==> src/rtl/mem_pkg.sv <==
// Shared definitions for the memory-access stage.
// Holds the funct3 size codes, the FSM state encoding and the byte-mask helper.
package mem_pkg;

  localparam logic [2:0] F3_B  = 3'b000;
  localparam logic [2:0] F3_H  = 3'b001;
  localparam logic [2:0] F3_W  = 3'b010;
  localparam logic [2:0] F3_D  = 3'b011;
  localparam logic [2:0] F3_BU = 3'b100;
  localparam logic [2:0] F3_HU = 3'b101;
  localparam logic [2:0] F3_WU = 3'b110;

  typedef enum logic [1:0] {IDLE, REQ, WAIT, DONE} mem_state_t;

  // Byte-enable pattern for an access of the given size, before lane shifting.
  function automatic logic [7:0] size_mask(input logic [2:0] funct3);
    logic [7:0] m;
    case (funct3[1:0])
      2'b00:   m = 8'h01;
      2'b01:   m = 8'h03;
      2'b10:   m = 8'h0F;
      default: m = 8'hFF;
    endcase
    return m;
  endfunction

endpackage

==> src/rtl/load_align.sv <==
// Steers the addressed field of a read word down to bit 0 and extends it
// to the full datapath width according to the load size/sign code.
module load_align
  import mem_pkg::*;
#(
  parameter int XLEN = 32,
  parameter int OFFW = $clog2(XLEN / 8)
) (
  input  logic [XLEN-1:0] rdata,
  input  logic [OFFW-1:0] offset,
  input  logic [2:0]      funct3,
  output logic [XLEN-1:0] result
);

  logic [XLEN-1:0] field;

  assign field = rdata >> {offset, 3'b000};

  always_comb begin
    case (funct3)
      F3_B:    result = XLEN'($signed(field[7:0]));
      F3_H:    result = XLEN'($signed(field[15:0]));
      F3_W:    result = XLEN'($signed(field[31:0]));
      F3_BU:   result = XLEN'(field[7:0]);
      F3_HU:   result = XLEN'(field[15:0]);
      F3_WU:   result = XLEN'(field[31:0]);
      default: result = field;
    endcase
  end

endmodule

==> src/rtl/mem_access_unit.sv <==
// Memory-access pipeline stage: issues loads/stores to a variable-latency
// data memory, stalls upstream while an access is outstanding, and registers MEM/WB.
module mem_access_unit
  import mem_pkg::*;
#(
  parameter int XLEN            = 32,
  parameter int REG_IDX_W       = 5,
  parameter int RESULT_SRC_W    = 2,
  parameter int STORE_WAIT_RESP = 0
) (
  input  logic                    clk,
  input  logic                    rst,
  input  logic                    ex_valid,
  input  logic                    ex_mem_read,
  input  logic                    ex_mem_write,
  input  logic [2:0]              ex_funct3,
  input  logic [XLEN-1:0]         ex_alu_result,
  input  logic [XLEN-1:0]         ex_write_data,
  input  logic [REG_IDX_W-1:0]    ex_rd,
  input  logic                    ex_reg_write,
  input  logic [RESULT_SRC_W-1:0] ex_result_src,
  output logic                    stall_m,
  output logic [XLEN-1:0]         alu_result_m,
  output logic                    misaligned_m,
  output logic                    dmem_req_valid,
  input  logic                    dmem_req_ready,
  output logic [XLEN-1:0]         dmem_addr,
  output logic                    dmem_we,
  output logic [XLEN/8-1:0]       dmem_wstrb,
  output logic [XLEN-1:0]         dmem_wdata,
  input  logic                    dmem_resp_valid,
  input  logic [XLEN-1:0]         dmem_rdata,
  output logic                    wb_valid,
  output logic                    wb_reg_write,
  output logic [RESULT_SRC_W-1:0] wb_result_src,
  output logic [REG_IDX_W-1:0]    wb_rd,
  output logic [XLEN-1:0]         wb_alu_result,
  output logic [XLEN-1:0]         wb_read_data
);

  localparam int NB   = XLEN / 8;
  localparam int OFFW = $clog2(NB);

  mem_state_t                state;
  logic [OFFW-1:0]           op_off;
  logic [2:0]                op_funct3;
  logic [REG_IDX_W-1:0]      op_rd;
  logic                      op_reg_write;
  logic [RESULT_SRC_W-1:0]   op_result_src;
  logic [XLEN-1:0]           op_alu_result;
  logic [XLEN-1:0]           load_result;
  logic [OFFW-1:0]           ex_off;
  logic                      is_mem, is_store, funct3_ok, aligned;
  logic                      take, mem_go, handshake, complete;

  assign alu_result_m = ex_alu_result;
  assign ex_off       = ex_alu_result[OFFW-1:0];
  assign is_mem       = ex_mem_read | ex_mem_write;
  assign is_store     = ex_mem_write & ~ex_mem_read;

  always_comb begin
    case (ex_funct3)
      F3_B, F3_H, F3_W, F3_BU, F3_HU: funct3_ok = 1'b1;
      F3_D, F3_WU:                    funct3_ok = (XLEN == 64);
      default:                        funct3_ok = 1'b0;
    endcase
  end

  // Unsupported size codes fold into the misaligned path.
  always_comb begin
    case (ex_funct3[1:0])
      2'b00:   aligned = funct3_ok;
      2'b01:   aligned = funct3_ok & ~ex_alu_result[0];
      2'b10:   aligned = funct3_ok & (ex_alu_result[1:0] == 2'b00);
      default: aligned = funct3_ok & (ex_alu_result[2:0] == 3'b000);
    endcase
  end

  // DONE also accepts work: stall is low there, so EX/MEM has already moved on.
  assign take      = ex_valid & ((state == IDLE) | (state == DONE));
  assign mem_go    = take & is_mem & aligned;
  assign handshake = (state == REQ) & dmem_req_ready;
  assign complete  = (handshake & ((dmem_we & (STORE_WAIT_RESP == 0)) | dmem_resp_valid))
                   | ((state == WAIT) & dmem_resp_valid);
  assign stall_m   = mem_go | (((state == REQ) | (state == WAIT)) & ~complete);

  load_align #(.XLEN(XLEN), .OFFW(OFFW)) u_load_align (
    .rdata  (dmem_rdata),
    .offset (op_off),
    .funct3 (op_funct3),
    .result (load_result)
  );

  always_ff @(posedge clk or posedge rst) begin
    if (rst) begin
      state          <= IDLE;
      dmem_req_valid <= 1'b0;
      dmem_addr      <= '0;
      dmem_we        <= 1'b0;
      dmem_wstrb     <= '0;
      dmem_wdata     <= '0;
      misaligned_m   <= 1'b0;
      op_off         <= '0;
      op_funct3      <= '0;
      op_rd          <= '0;
      op_reg_write   <= 1'b0;
      op_result_src  <= '0;
      op_alu_result  <= '0;
      wb_valid       <= 1'b0;
      wb_reg_write   <= 1'b0;
      wb_result_src  <= '0;
      wb_rd          <= '0;
      wb_alu_result  <= '0;
      wb_read_data   <= '0;
    end else begin
      wb_valid     <= 1'b0;
      misaligned_m <= 1'b0;
      case (state)
        IDLE, DONE: begin
          state <= IDLE;
          if (mem_go) begin
            state          <= REQ;
            dmem_req_valid <= 1'b1;
            dmem_addr      <= {ex_alu_result[XLEN-1:OFFW], {OFFW{1'b0}}};
            dmem_we        <= is_store;
            dmem_wstrb     <= is_store ? (NB'(size_mask(ex_funct3)) << ex_off) : '0;
            dmem_wdata     <= is_store ? (ex_write_data << {ex_off, 3'b000}) : '0;
            op_off         <= ex_off;
            op_funct3      <= ex_funct3;
            op_rd          <= ex_rd;
            op_reg_write   <= ex_reg_write;
            op_result_src  <= ex_result_src;
            op_alu_result  <= ex_alu_result;
          end else if (take) begin
            wb_valid      <= 1'b1;
            wb_reg_write  <= ex_reg_write & ~is_mem;
            wb_result_src <= ex_result_src;
            wb_rd         <= ex_rd;
            wb_alu_result <= ex_alu_result;
            wb_read_data  <= '0;
            misaligned_m  <= is_mem;
          end
        end
        REQ: begin
          if (handshake) begin
            dmem_req_valid <= 1'b0;
            state          <= complete ? DONE : WAIT;
          end
        end
        WAIT: begin
          if (dmem_resp_valid) state <= DONE;
        end
        default: state <= IDLE;
      endcase
      if (complete) begin
        wb_valid      <= 1'b1;
        wb_reg_write  <= op_reg_write;
        wb_result_src <= op_result_src;
        wb_rd         <= op_rd;
        wb_alu_result <= op_alu_result;
        wb_read_data  <= dmem_we ? '0 : load_result;
      end
    end
  end

endmodule

==> config.mk <==
export PLATFORM = sky130hd
export DESIGN_NAME = mem_access_unit
export DESIGN_NICKNAME = d
export VERILOG_FILES = /design/src/rtl/mem_pkg.sv /design/src/rtl/load_align.sv /design/src/rtl/mem_access_unit.sv
export SDC_FILE = /design/constraint.sdc
export NUM_CORES = 1
export LEC_CHECK = 0
export CAP_MARGIN = 5
export CELL_PAD_IN_SITES_DETAIL_PLACEMENT = 1
export CELL_PAD_IN_SITES_GLOBAL_PLACEMENT = 1
export CORE_UTILIZATION = 37
export DETAILED_ROUTE_END_ITERATION = 8
export HOLD_SLACK_MARGIN = 0.06
export PLACE_DENSITY = 0.91
export RECOVER_POWER = 50
export SLEW_MARGIN = 25
export SYNTH_ARGS = -nofsm -noshare
export SYNTH_HDL_FRONTEND = slang
export SYNTH_SLANG_ARGS = --single-unit
==> constraint.sdc <==
create_clock -name clk -period 10 [get_ports clk]
set_input_delay 2 -clock clk [delete_from_list [all_inputs] [get_ports clk]]
set_output_delay 2 -clock clk [all_outputs]
set_load 0.005 [all_outputs]
==> job_summary.md, run 1 <==
### Flow metrics

| Metric | Value |
|---|---|
| Clock buffers | 20 |
| Antenna diodes | 0 |
| Worst-Margin Slew | 3690 ps |
| Routed Antenna Nets | 0 |
| Max Clock Skew | 17.1 ps |
| Post-synthesis async set-or-reset flop share | 100% |
| Hold WC Path Type | flop to flop |
| Yosys warning total | 0 |
| Syn_area_per_cell | 10.6 sq um |
| Distinct lib cells | 47 |
| Peak VDD IR | 0.114 mV |
| Sink Count | 157 |
| Switching power share of the total | a little over a third |
| Yosys adder share | 0.774% |
| Tap Count | 275 |
| Flop share of the area | 34.8% |
| Clock-pin slew on the worst setup and hold paths | 50 ps |
| All-Layer GR Usage | around 24% |
| Die Footprint | approximately 22000 sq um |
| GP Congestion | 0.899 |
| Reg area | 3930 sq um |
| RSZ-0062 raised after global routing | false |
| Die Span X | 150 um |
| CP Launch Type | primary input |
| Drt initial violations | 237 |
| CP Capture Type | output pin |
| Post-layout util | 53.2% |
| Mapped Cells | 761 |
| EDFF count, synth | 0 |
| Drt pass-1 iters | 4 |
| Mux share | 17.2% |
| ClkCell Share | 4.97% |
| Core area | 21200 sq um |
| Comb power frac | between 40% and 50% |
| Pint | ~2 mW |
| Post-CTS setup buffer count | 0 |
| Routed wire per std cell | 21.7 um |
| Sw Pwr | 1.14 mW |
| Logic share of the area | 30.0% |
| WS Path Type | primary input to output pin |
| Aoi share | 15.1% |
| GR Util met1 | 29.4% |
| Worst skew pair latency | 420 ps |
| Resize count post-CTS | 0 |
| Initial antenna violation count | 0 |
| Reg2reg path depth | 6 |
| Violated checks | max-capacitance violations, max-slew violations |
| Net count reported at finish | 1078 |
| Registers | 157 |
| Clock power frac | between 15 and 20% |
| Max Cap Viol | 1 |
| Crit path arrival time | around 4500 ps |
| Final setup violation count | 0 |
| Hold buffers post-CTS | 0 |
| Non-clock buffer share of cell area | a little over a quarter |
| Logic area | 3380 sq um |
| Commonest Layout Cell | dfrtp_1 |
| Lkg Pwr | 4.97 nW |
| Vias in the first global route | 7291 |
| H-tree depth | 4 |
| First-pass GRT wire length | 41800 um |
| Final WS setup | 3530 ps |
| Status | finished with violations |
| Max Root-Sink Buffers | 2 |
| Dpl hpwl | 19200 um |
| Largest net degree at the start of global routing | 90 |
| Post-Synth Simple-Gate Area | 8.07% |
| Final Max Slew Viols | roughly 80 |
| Stage-log warning count | 29 |
## run 1: registers in the layout (all words and copies together), names as in the netlist, 2 cells and up
register and cells:
state 2, dmem_wstrb 4, op_rd 5, op_result_src 2
wb_rd 5, wb_read_data 32, dmem_wdata 32, op_alu_result 31
wb_result_src 2, op_funct3 3, wb_alu_result 32
## run 1: worst paths after layout
check	startpoint	slack [ps]	endpoint
worst min-delay path	dmem_wstrb[1]	480	dmem_wstrb[1]
worst min register to register	dmem_wstrb[1]	480	dmem_wstrb[1]
worst max-delay path	dmem_resp_valid	3530	stall_m
min in group asynchronous	rst	3130	wb_valid
worst max register to register	state[0]	6800	wb_read_data[21]
max in group asynchronous	rst	4970	wb_rd[4]
## run 1: worst max-delay path, stage by stage
cell	delay (ps)
dlygate4sd3_1	630
o211a_1	280
a21oi_4	120
buf_4	670
nand2b_1	120
nand2_1	100
clkdlybuf4s50_1	550
## run 1: routing by layer
metal  routed length, um  part of all wire (%)
met1               10800                    40
met2               13700                    51
met3                1620                   6.0
met4                 840                   3.1
met5                   0                     0
## run 1: power groups by stage
stage | Sequential (mW) | Combinational [mW] | Clock [mW]
6_report | 1.13 | 1.44 | 0.634
5_1_grt | 1.16 | 1.57 | 0.674
4_1_cts | 1.14 | 1.55 | 0.646
3_5_place_dp | 1.15 | 1.54 | 0
3_3_place_gp | 1.13 | 1.48 | 0
2_1_floorplan | 1.10 | 0.812 | 0
## run 1: per-stage QoR
stage | cells | power (mW) | cell area (sq um) | hold slack [ps]
6_report | 1245 | 3.20 | 11300 | 482
5_1_grt | 1245 | 3.40 | 11300 | 504
4_1_cts | 1245 | 3.34 | 11300 | 488
3_5_place_dp | 1215 | 2.69 | 10700 | 474
3_3_place_gp | 1215 | 2.61 | 10700 | 468
2_1_floorplan | 762 | 1.91 | 8090 | 475
**Run 1: routed clock nets over the placement**

Scale: 3 px per um.
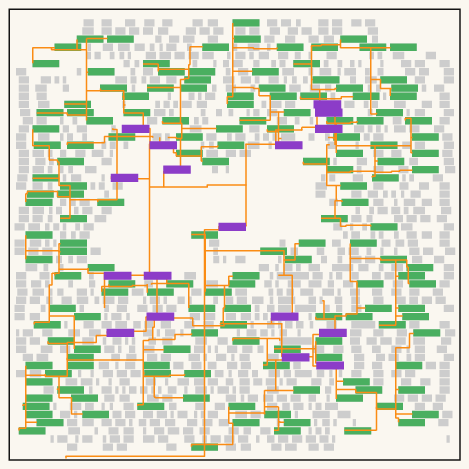
- clock wires: orange (length 2110 um)
- cells driving clock nets: purple (count 17)
- flip-flops: green (count 157)
- routed clock nets: 18

**Run 1: I/O nets highlighted**

Scale: 2 px per um.
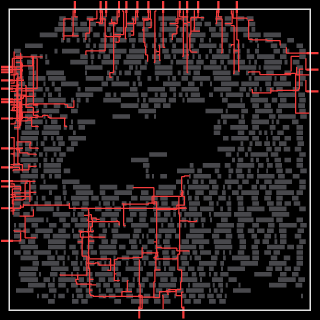
- alu_result_m: red (direction output; end cells 0; buffers 65; wire 2170 um)
Buffers on Ports: 288
Ports: 291

**Run 1: metal 2**

Scale: 3 px per um. Cells faint in the background.
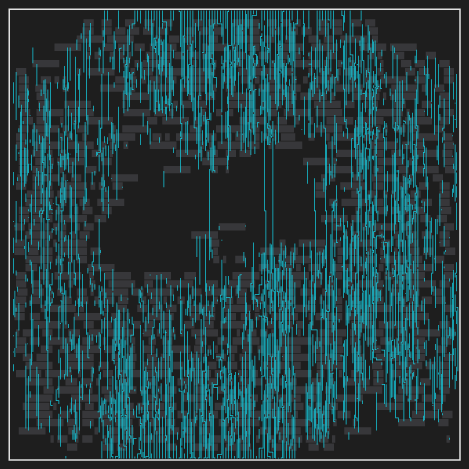
- share of all routed wire: 51%
- nets with wire on the layer: 997
- longest straight run: 58.8 um
M2 GR Usage: 42.0%
vias post-DR: 6821
Post-Route WL: 27000 um

==> run 1 -> run 2 <==
- CORE_UTILIZATION: 37 -> 34
- PLACE_DENSITY: 0.91 -> 0.85
- clock period: 10 -> 6.8 ns (I/O delays scaled with it)
**Run 2: clock nets**

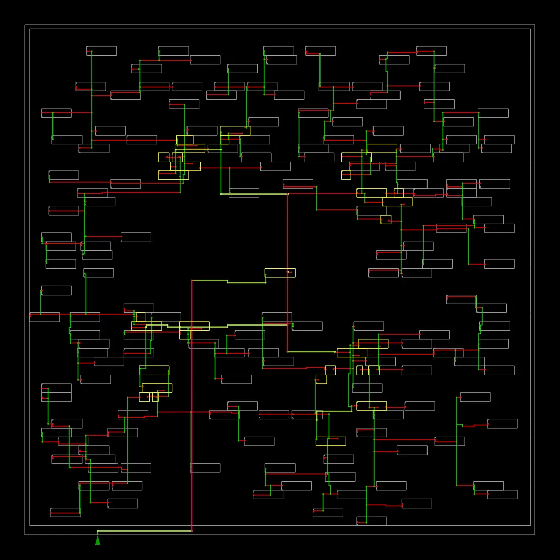
Sink Count: 157
registers: 157
worst skew pair latency: 420 ps
Max Clock Skew: 12.3 ps
Clk. pwr: 0.912 mW

**Run 2: routed clock nets over the placement**

Scale: 3 px per um.
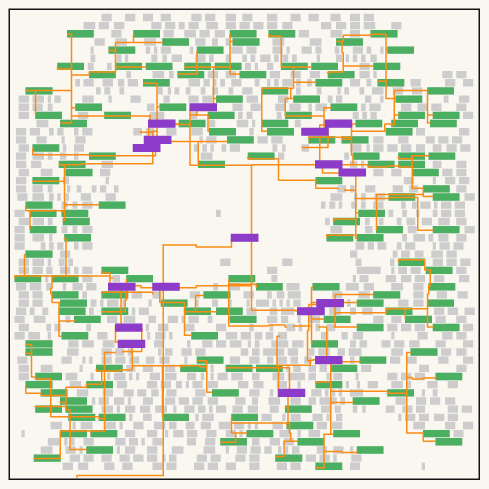
- flip-flops: green (count 157)
- cells driving clock nets: purple (count 17)
- clock wires: orange (length 2330 um)
- flops lie: spread over the die

**Run 2: cells coloured by class**

Scale: 2 px per um. Fill, decap, tap and diode cells in grey.
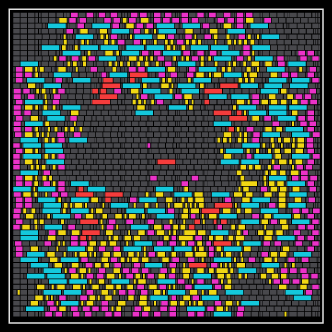
- other buffers and delay cells: magenta (cells 299; share of their area 27%)
- all other logic: yellow (cells 485; share of their area 32%)
- clock drivers and dummy loads: red (cells 32; share of their area 5.0%)
- flops: cyan (cells 157; share of their area 36%)

==> run 2 against run 1 <==
  * The flow still finishes with violations (max-capacitance violations, max-slew violations)
  * Sequential power is 45% higher
  * First-iteration DRC count is 19% higher
  * Critical path depth stayed put
  * Combinational power is 48% higher
  * Global-route usage decreased by 2.0 points
  * Sequential share of layout area decreased by 0.13 points
  * Synthesized area unchanged
  * Routed wire length grew 0.17%
  * Cell count up 3.8%
  * Critical path type unchanged
  * Largest power group unchanged
==> job_summary.md, run 2 <==
### Flow metrics

| Metric | Value |
|---|---|
| Status | finished with violations |
| Violated checks | max-capacitance violations, max-slew violations |
| Switching power share of the total | 36.6% |
| CP Capture Type | output pin |
| Post-synthesis async set-or-reset flop share | 100% |
| Yosys warning total | 0 |
| CTS tree | yes |
| XOR/XNOR share of the synthesized area | 0% |
| Comb pwr | between 2 and 2.5 mW |
| Vias post-DR | 6714 |
| Distinct lib cells | approximately 47 |
| Critical path, cell by cell | clkdlybuf4s50_1, buf_4, nor3b_1, o211ai_1, a21o_1, nand2_1, clkdlybuf4s50_1 |
| Crit path arrival time | 3710 ps |
| Yosys chip area | 8080 sq um |
| Post-CTS setup buffer count | 0 |
| Top pwr grp | combinational logic |
| Die Footprint | 24400 sq um |
| Worst-Margin Slew | 1820 ps |
| Initial core utilization | ~35% |
| EDFF count, synth | 0 |
| Mapped Cells | 761 |
| Ports | 291 |
| Filler cells | 2568 |
| Tot Pwr | 4.67 mW |
| Max Root-Sink Buffers | 2 |
| GP Congestion | 0.867 |
| Total gr overflow | 0 |
| Worst path slowest cell | clkdlybuf4s50_1 |
| Clock-pin slew on the worst setup and hold paths | 70 ps |
| Syn_area_per_cell | 10.6 sq um |
| Sequential power | between 1.5 and 2 mW |
| Stage-log warning count | 29 |
| CP delay by family, top | buffers and inverters |
| Final Max Slew Viols | between 100 and 150 |
| Buffers on Ports | 288 |
| Crit path time final | 5070 ps |
| Drt initial violations | 281 |
| Final setup violation count | 0 |
| Peak VDD IR | ~0.17 mV |
| CP required | 5440 ps |
| Max Cap Viol | 2 |
| Largest net degree at the start of global routing | 89 |
| Core area | approximately 23000 sq um |
| Commonest Layout Cell | dfrtp_1 |
| Net count reported at finish | 1079 |
| Antenna diodes | 0 |
| Final Hold Vio Count | 0 |
| R2R Setup Slk | approximately 3600 ps |
| RSZ-0062 raised after global routing | false |
| Dpl hpwl | 19200 um |
| Vias per cell | a little over 5 |
| Post-layout util | 48.4% |
| Crit path max fanout | 34 |
| Post-Synth Simple-Gate Area | 8.07% |
| Yosys adder share | 0.774% |
| Main flop type | dfrtp_1 |
| Most used cell, CP | clkdlybuf4s50_1 |
| CP max stage delay | 520 ps |
| Die Span X | around 160 um |
| Initial antenna violation count | 0 |
| Largest regs | dmem_wdata (32), wb_alu_result (32), wb_read_data (32) |
| Clock power frac | 19.5% |
| Crit path buf inv count | 3 |
| Comb power frac | a little under half |
| Vias in the first global route | 7084 |
| CP Launch Type | primary input |
| Pint | 2.96 mW |
| Hold WC Path Type | flop to flop |
| Post-Route WL | between 20000 and 30000 um |
| Drt pass-1 iters | 4 |
| Routed Antenna Nets | 0 |
| All-Layer GR Usage | ~22% |
| FP Rows | approximately 56 |
| Fmax | a little under 200 MHz |
| Sw Pwr | 1.71 mW |
| Routed wire per std cell | 20.9 um |
| Mux share | 17.2% |
| Hold buffers post-CTS | 0 |
| Yosys top cell by area | dfrtp_1 |
| Top cell area share | 48.6% |
| Resize count post-CTS | 0 |
| Aoi share | 15.1% |
| Total CTS buffers | 17 |
| WS Path Type | primary input to output pin |
| First-pass GRT wire length | 41500 um |
| H-tree depth | 4 |
| Post-synthesis sequential area ratio | 48.6% |
| Lkg Pwr | about 5.0 nW |
run 2: cell families (layout without fill, tap and decap cells):
logic type                 after synthesis  count (layout)
AOI/OAI and AO/OA                      175             175
other                                    1               2
and+or+nand+nor                        147             147
buffers and inverters                  148             359
muxes                                  128             128
adders and majority gates                5               5
DFF                                    157             157
run 2: per-layer routing:
layer	up-vias	global-route usage (%)	part of all wire (%)
li1	3085	-	-
met1	3392	27.2	43
met2	209	39.2	50
met3	28	4.69	5.3
met4	0	7.19	2.0
met5	-	0	0
run 2: final cells by class:
type,instances,area [sq um],area share (%)
Inverter,28,106,0.939
Multi-Input combinational cell,457,3380,29.8
Tap cell,319,399,3.52
Timing Repair Buffer,299,2960,26.2
Sequential cell,157,3930,34.7
Clock inverter,14,110,0.972
Clock buffer,18,439,3.88
run 2: metrics by stage:
stage | setup slack, ps | hold slack, ps | instances | area, sq um
2_1_floorplan | 1210 | 475 | 762 | 8090
6_report | 1730 | 486 | 1292 | 11300
4_1_cts | 1760 | 495 | 1292 | 11300
3_3_place_gp | 1910 | 469 | 1260 | 10800
5_1_grt | 1630 | 516 | 1292 | 11300
3_5_place_dp | 1820 | 480 | 1260 | 10800
run 2: worst paths after layout:
kind | from | to | cells past startpoint
max in group asynchronous | rst | wb_alu_result[2] | 3
min in group asynchronous | rst | wb_read_data[15] | 2
max | ex_alu_result[1] | stall_m | 7
min | dmem_wdata[20] | dmem_wdata[20] | 1
min reg2reg | dmem_wdata[20] | dmem_wdata[20] | 1
max reg2reg | state[1] | wb_read_data[22] | 5
Power is estimated from default activity; no workload was simulated.
